$ cat config.mk
export PLATFORM = sky130hd
export DESIGN_NAME = shift_arbiter
export DESIGN_NICKNAME = d
export VERILOG_FILES = /design/src/rtl/shift_arbiter.sv
export SDC_FILE = /design/constraint.sdc
export NUM_CORES = 1
export LEC_CHECK = 0
export ABC_AREA = 1
export CAP_MARGIN = 20
export CORE_UTILIZATION = 37
export CTS_CLUSTER_SIZE = 16
export DETAILED_ROUTE_END_ITERATION = 6
export PLACE_DENSITY = 0.76
export SYNTH_ARGS = -nofsm -noshare
export SYNTH_HDL_FRONTEND = slang
export SYNTH_SLANG_ARGS = --single-unit
export TNS_END_PERCENT = 10
$ cat constraint.sdc
create_clock -name clk -period 1.4 [get_ports clk]
set_clock_uncertainty 0.05 [all_clocks]
set_input_delay 0.28 -clock clk [delete_from_list [all_inputs] [get_ports clk]]
set_output_delay 0.28 -clock clk [all_outputs]
set_load 0.02 [all_outputs]
$ cat src/rtl/shift_arbiter.sv
// Two-port round-robin front end for a shared external barrel rotator.
// Accepted requests are rotated for one cycle, then masked into
// SLL/SRL/SRA/ROR results and returned through a valid/ready port.
module shift_arbiter #(
    parameter int unsigned BitWidth = 32,
    parameter int unsigned AmtWidth = $clog2(BitWidth)
) (
    input  logic                clk,
    input  logic                rst,
    input  logic                req0_valid,
    output logic                req0_ready,
    input  logic [1:0]          req0_op,
    input  logic [BitWidth-1:0] req0_data,
    input  logic [AmtWidth-1:0] req0_amount,
    input  logic                req1_valid,
    output logic                req1_ready,
    input  logic [1:0]          req1_op,
    input  logic [BitWidth-1:0] req1_data,
    input  logic [AmtWidth-1:0] req1_amount,
    output logic [BitWidth-1:0] rot_in,
    output logic [AmtWidth-1:0] rot_amount,
    output logic                rot_left1_right0,
    input  logic [BitWidth-1:0] rot_out,
    output logic                rsp_valid,
    input  logic                rsp_ready,
    output logic                rsp_id,
    output logic [BitWidth-1:0] rsp_data
);

    localparam logic [1:0] OpSll = 2'b00;
    localparam logic [1:0] OpSrl = 2'b01;
    localparam logic [1:0] OpSra = 2'b11;
    localparam logic [1:0] OpRor = 2'b10;

    localparam logic [BitWidth-1:0] Ones = '1;

    typedef enum logic [1:0] {StIdle, StRotate, StResp} state_e;

    state_e                state_q, state_d;
    logic                  rr_ptr_q;
    logic [1:0]            op_q;
    logic                  id_q;
    logic [BitWidth-1:0]   rot_in_q;
    logic [AmtWidth-1:0]   rot_amount_q;
    logic                  rot_left_q;
    logic                  rsp_id_q;
    logic [BitWidth-1:0]   rsp_data_q;

    logic                  accept;
    logic                  sel;
    logic [BitWidth-1:0]   lmask;
    logic [BitWidth-1:0]   rmask;
    logic [BitWidth-1:0]   result;

    // Grant: only in IDLE, ties broken by rr_ptr; readies held low during reset.
    always_comb begin
        req0_ready = 1'b0;
        req1_ready = 1'b0;
        if (state_q == StIdle && !rst) begin
            req0_ready = req0_valid && (!req1_valid || rr_ptr_q == 1'b0);
            req1_ready = req1_valid && (!req0_valid || rr_ptr_q == 1'b1);
        end
        accept = req0_ready || req1_ready;
        sel    = req1_ready;
    end

    // Next-state: IDLE -> ROTATE on accept, ROTATE -> RESP, RESP -> IDLE on handshake.
    always_comb begin
        state_d = state_q;
        unique case (state_q)
            StIdle:   if (accept) state_d = StRotate;
            StRotate: state_d = StResp;
            StResp:   if (rsp_ready) state_d = StIdle;
            default:  state_d = StIdle;
        endcase
    end

    // Mask the rotated word; sign fill for SRA comes from the latched operand MSB.
    always_comb begin
        lmask = Ones << rot_amount_q;
        rmask = Ones >> rot_amount_q;
        unique case (op_q)
            OpSll:   result = rot_out & lmask;
            OpSrl:   result = rot_out & rmask;
            OpSra:   result = (rot_out & rmask) | (rot_in_q[BitWidth-1] ? ~rmask : '0);
            OpRor:   result = rot_out;
            default: result = rot_out;
        endcase
    end

    // State, operand latches on accept and result capture at the end of ROTATE.
    always_ff @(posedge clk) begin
        if (rst) begin
            state_q      <= StIdle;
            rr_ptr_q     <= 1'b0;
            op_q         <= OpSll;
            id_q         <= 1'b0;
            rot_in_q     <= '0;
            rot_amount_q <= '0;
            rot_left_q   <= 1'b0;
            rsp_id_q     <= 1'b0;
            rsp_data_q   <= '0;
        end else begin
            state_q <= state_d;
            if (accept) begin
                // Point at the port that was not just served.
                rr_ptr_q     <= ~sel;
                id_q         <= sel;
                op_q         <= sel ? req1_op : req0_op;
                rot_in_q     <= sel ? req1_data : req0_data;
                rot_amount_q <= sel ? req1_amount : req0_amount;
                rot_left_q   <= ((sel ? req1_op : req0_op) == OpSll);
            end
            if (state_q == StRotate) begin
                rsp_data_q <= result;
                rsp_id_q   <= id_q;
            end
        end
    end

    assign rot_in           = rot_in_q;
    assign rot_amount       = rot_amount_q;
    assign rot_left1_right0 = rot_left_q;
    assign rsp_valid        = (state_q == StResp);
    assign rsp_id           = rsp_id_q;
    assign rsp_data         = rsp_data_q;

endmodule

**Zoomed window**

Region (65, 12) to (95, 42) um. Cells in gray, sequential cells in the stronger gray; small squares are vias.
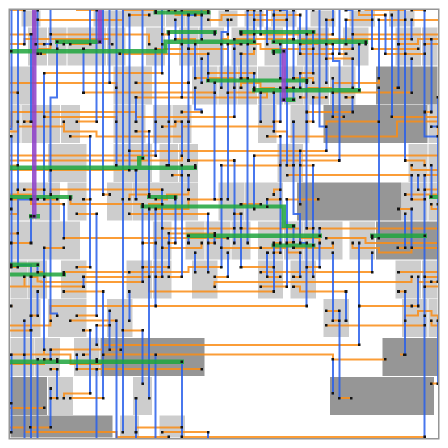
legend:
  met4:
    color: purple
  met3:
    color: green
  met2:
    color: blue
  met1:
    color: orange
most frequent: nand2_1 (21), a21oi_1 (16), o21ai_0 (9)
netlist names of flops here include: rsp_data (8)
sequential cells in the window: 8
cells with their middle in the window: 82

==> reports/metrics.yaml <==
run_status:
  status: "finished with violations"
  violations: "setup timing"
final_timing:
  max_slew.worst_pin.slew_ns: 0.511
  fin_ws_ns: -0.246
  setup_viol: 49
  fin_crit_ns: 1.65
  max_slew_margin_pct: 65.9
  rsz0062_at_grt: "true"
  finalHoldViolCount: 0
  drv_slew: 0
  fmax_ghz: 0.608
  finalCritPeriodShare_pct: 118
global_route:
  grt_overflow: 0
  grt_pass1_wl_um: 23700
  grt_max_degree: 51
  antenna_found_initial: 0
  grt_pass1_vias: 5053
  grt_usage_pct: 26.4
job:
  maxCapViolCount: 0
  warning_count: 28
logic_synthesis:
  syn_nets: 734
  synth_cells: 619
  synth_dominant_cell_count: "nand2_1"
  ys_seq_share_pct: 38.4
  synth_top_area_share_pct: 38.4
  common_cells: "nand2_1 (188), o21ai_0 (82), dfxtp_1 (77)"
  synth_cell_types: 25
  topCellsByArea: "dfxtp_1 (38%), nand2_1 (18%), o21ai_0 (10%)"
  synth_area_sq_um: 4020
  async_reset_ff_share_pct: 0
  synth_area_per_cell_sq_um: 6.49
  ys_area_sq_um: 4020
  synth-edff-count: 0
  ys_warn_count: 0
  yosysTopAreaCell: "dfxtp_1"
  ys.flop_type: "dfxtp_1"
  ys_cells: 619
  ys_ff: 77
floorplanning:
  row_count: 37
  pin_count: 189
  fp_util_pct: 38.6
  core_sq_um: 10400
  dieArea_sq_um: 11300
  die_x_um: 106
  die_y_um: 106
power_and_ir_drop:
  pwr_density_cell_nw_per_um2: 1060
  power_leakage_uw: 0.00294
  ir_drop_uv: 516
setup_path:
  cp.required_ns: 1.07
  endpoint_kind: "primary output"
  cp.arrival_ns: 1.32
  startpoint_type: "flop"
  crit_type: "flop to primary output"
  cp_max_fo: 2
clock_network:
  htree_levels: 3
  cts_hold_buffers: 0
  clk_pin_slew_worst_paths_ns: 0.09
  cts_root_buffer: "clkbuf_8"
  cts_max_path_buffers: 2
  cts_tree: "done"
final_layout:
  nets: 962
  diodes: 0
  finalInstanceArea_sq_um: 6680
  area_growth_syn_to_layout_pct: 66.3
  final_util_pct: 64.1
  drive_gt1_share_pct: 16.2
detailed_routing:
  drt_iter0_markers: 209
  ant_nets: 0
  vias: 5135
  wl_per_cell_um: 14.9
  drc: 0
  first_pass_iters: 5
  wirelength_um: 14700
  vias_per_cell: 5.20
place:
  globalplace.congestion: 0.889
  dp.final_hpwl_um: 11000
  post-place-ws_ns: -0.778
  post_dp_cell_area_sq_um: 6370
  port_buffers: 188
worst_hold_path:
  hp-class: "flop to flop"
**Clock wiring as the flow saved it**

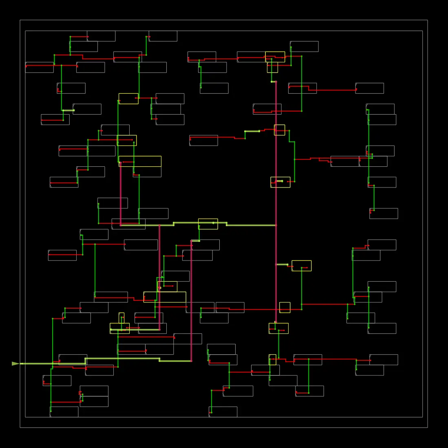
seq_cells: 77
clock-net power: 1890 uW
total CTS buffers: 9
clk ins delay skew pair: 0.36 ns
CTS sink cnt: 77

[where the power goes]
group	total (uW)	internal, uW	switching, uW	leakage (uW)
registers	2600	2450	156	0.000636
logic	2570	1160	1420	0.00220
clock network	1890	1000	890	0.0000985
total	7070	4610	2460	0.00294
[state kept, by name (all words and copies together), names as in the netlist]
signal,cells
id_q,1
op_q,2
rot_amount,5
rot_in,32
rsp_data,32
rr_ptr_q,1
rsp_id,1
state_q,2
rot_left1_right0,1
[worst paths after layout]
check / from / end / slack [ns] / depth (start not counted)
worst min register to register: rot_in[13] / rot_in[13] / 0.42 / 2
worst min-delay path: rot_in[13] / rot_in[13] / 0.42 / 2
worst max register to register: state_q[0] / rot_in[10] / -0.21 / 9
worst max-delay path: state_q[0] / req1_ready / -0.25 / 5
[metal layers]
layer  GRT usage [%]  share of wire, %  up-vias
li1                -                 -     2504
met1            30.7                40     2348
met2            46.7                49      255
met3            6.19               8.7       28
met4            10.0               2.1        0
met5               0                 0        -
[cell families after synthesis]
family	after synthesis	synth area share, %
and+or+nand+nor	255	25.7
DFF	77	38.4
AOI/OAI and AO/OA	197	26.0
buffers and inverters	90	9.97
[final cells by class]
cell class,instances,area [sq um]
fill,957,3740
timing repair buffer,256,2380
multi-input combinational,452,2160
sequential,77,1560
inverter,51,194
tap,136,170
clock buffer,10,128
clock inverter,6,87.6
[what timing repair did]
item,in CTS,in global routing
endpoints found under the setup margin,146,115
setup buffers,4,0
resized,131,73
pin swaps,2,0
[critical path: stages, from the launching register on]
cell and delay, ns:
dfxtp_2 0.34, nor3_4 0.22, buf_4 0.17, nand2_4 0.05, inv_2 0.07, buf_6 0.11
[metrics by stage]
stage / cells / power (uW) / setup TNS, ns / hold slack (ns)
6_report: 988 / 7070 / -7.01 / 0.415
5_1_grt: 988 / 7430 / -11.67 / 0.423
4_1_cts: 988 / 7000 / -8.25 / 0.407
3_5_place_dp: 968 / 5240 / -28.75 / 0.403
3_3_place_gp: 968 / 5190 / -26.53 / 0.401
2_1_floorplan: 619 / 3890 / 0 / 0.371
[cells in the final DEF (no fill, tap or decap), types with 2 or more instances in the layout]
cell type	n
clkinvlp_4	3
buf_4	61
nor2_2	9
bufinv_16	2
nand2_1	184
inv_1	43
nor2_4	4
nor2_1	15
clkdlybuf4s50_1	113
nand2_2	5
o21ai_0	75
buf_12	3
dfxtp_2	5
inv_2	7
o21ai_1	11
clkdlybuf4s15_1	38
clkbuf_2	4
nand3_1	32
dlygate4sd2_1	23
dfxtp_1	69
dfxtp_4	3
buf_6	6
clkdlybuf4s15_2	2
clkbuf_8	9
a21boi_2	2
a21boi_0	2
nand3b_1	2
o211ai_1	5
buf_2	5
a31oi_1	23
a21oi_1	75
nand2_4	2
Power figures rest on the tool's default switching activity, not on a simulated workload.
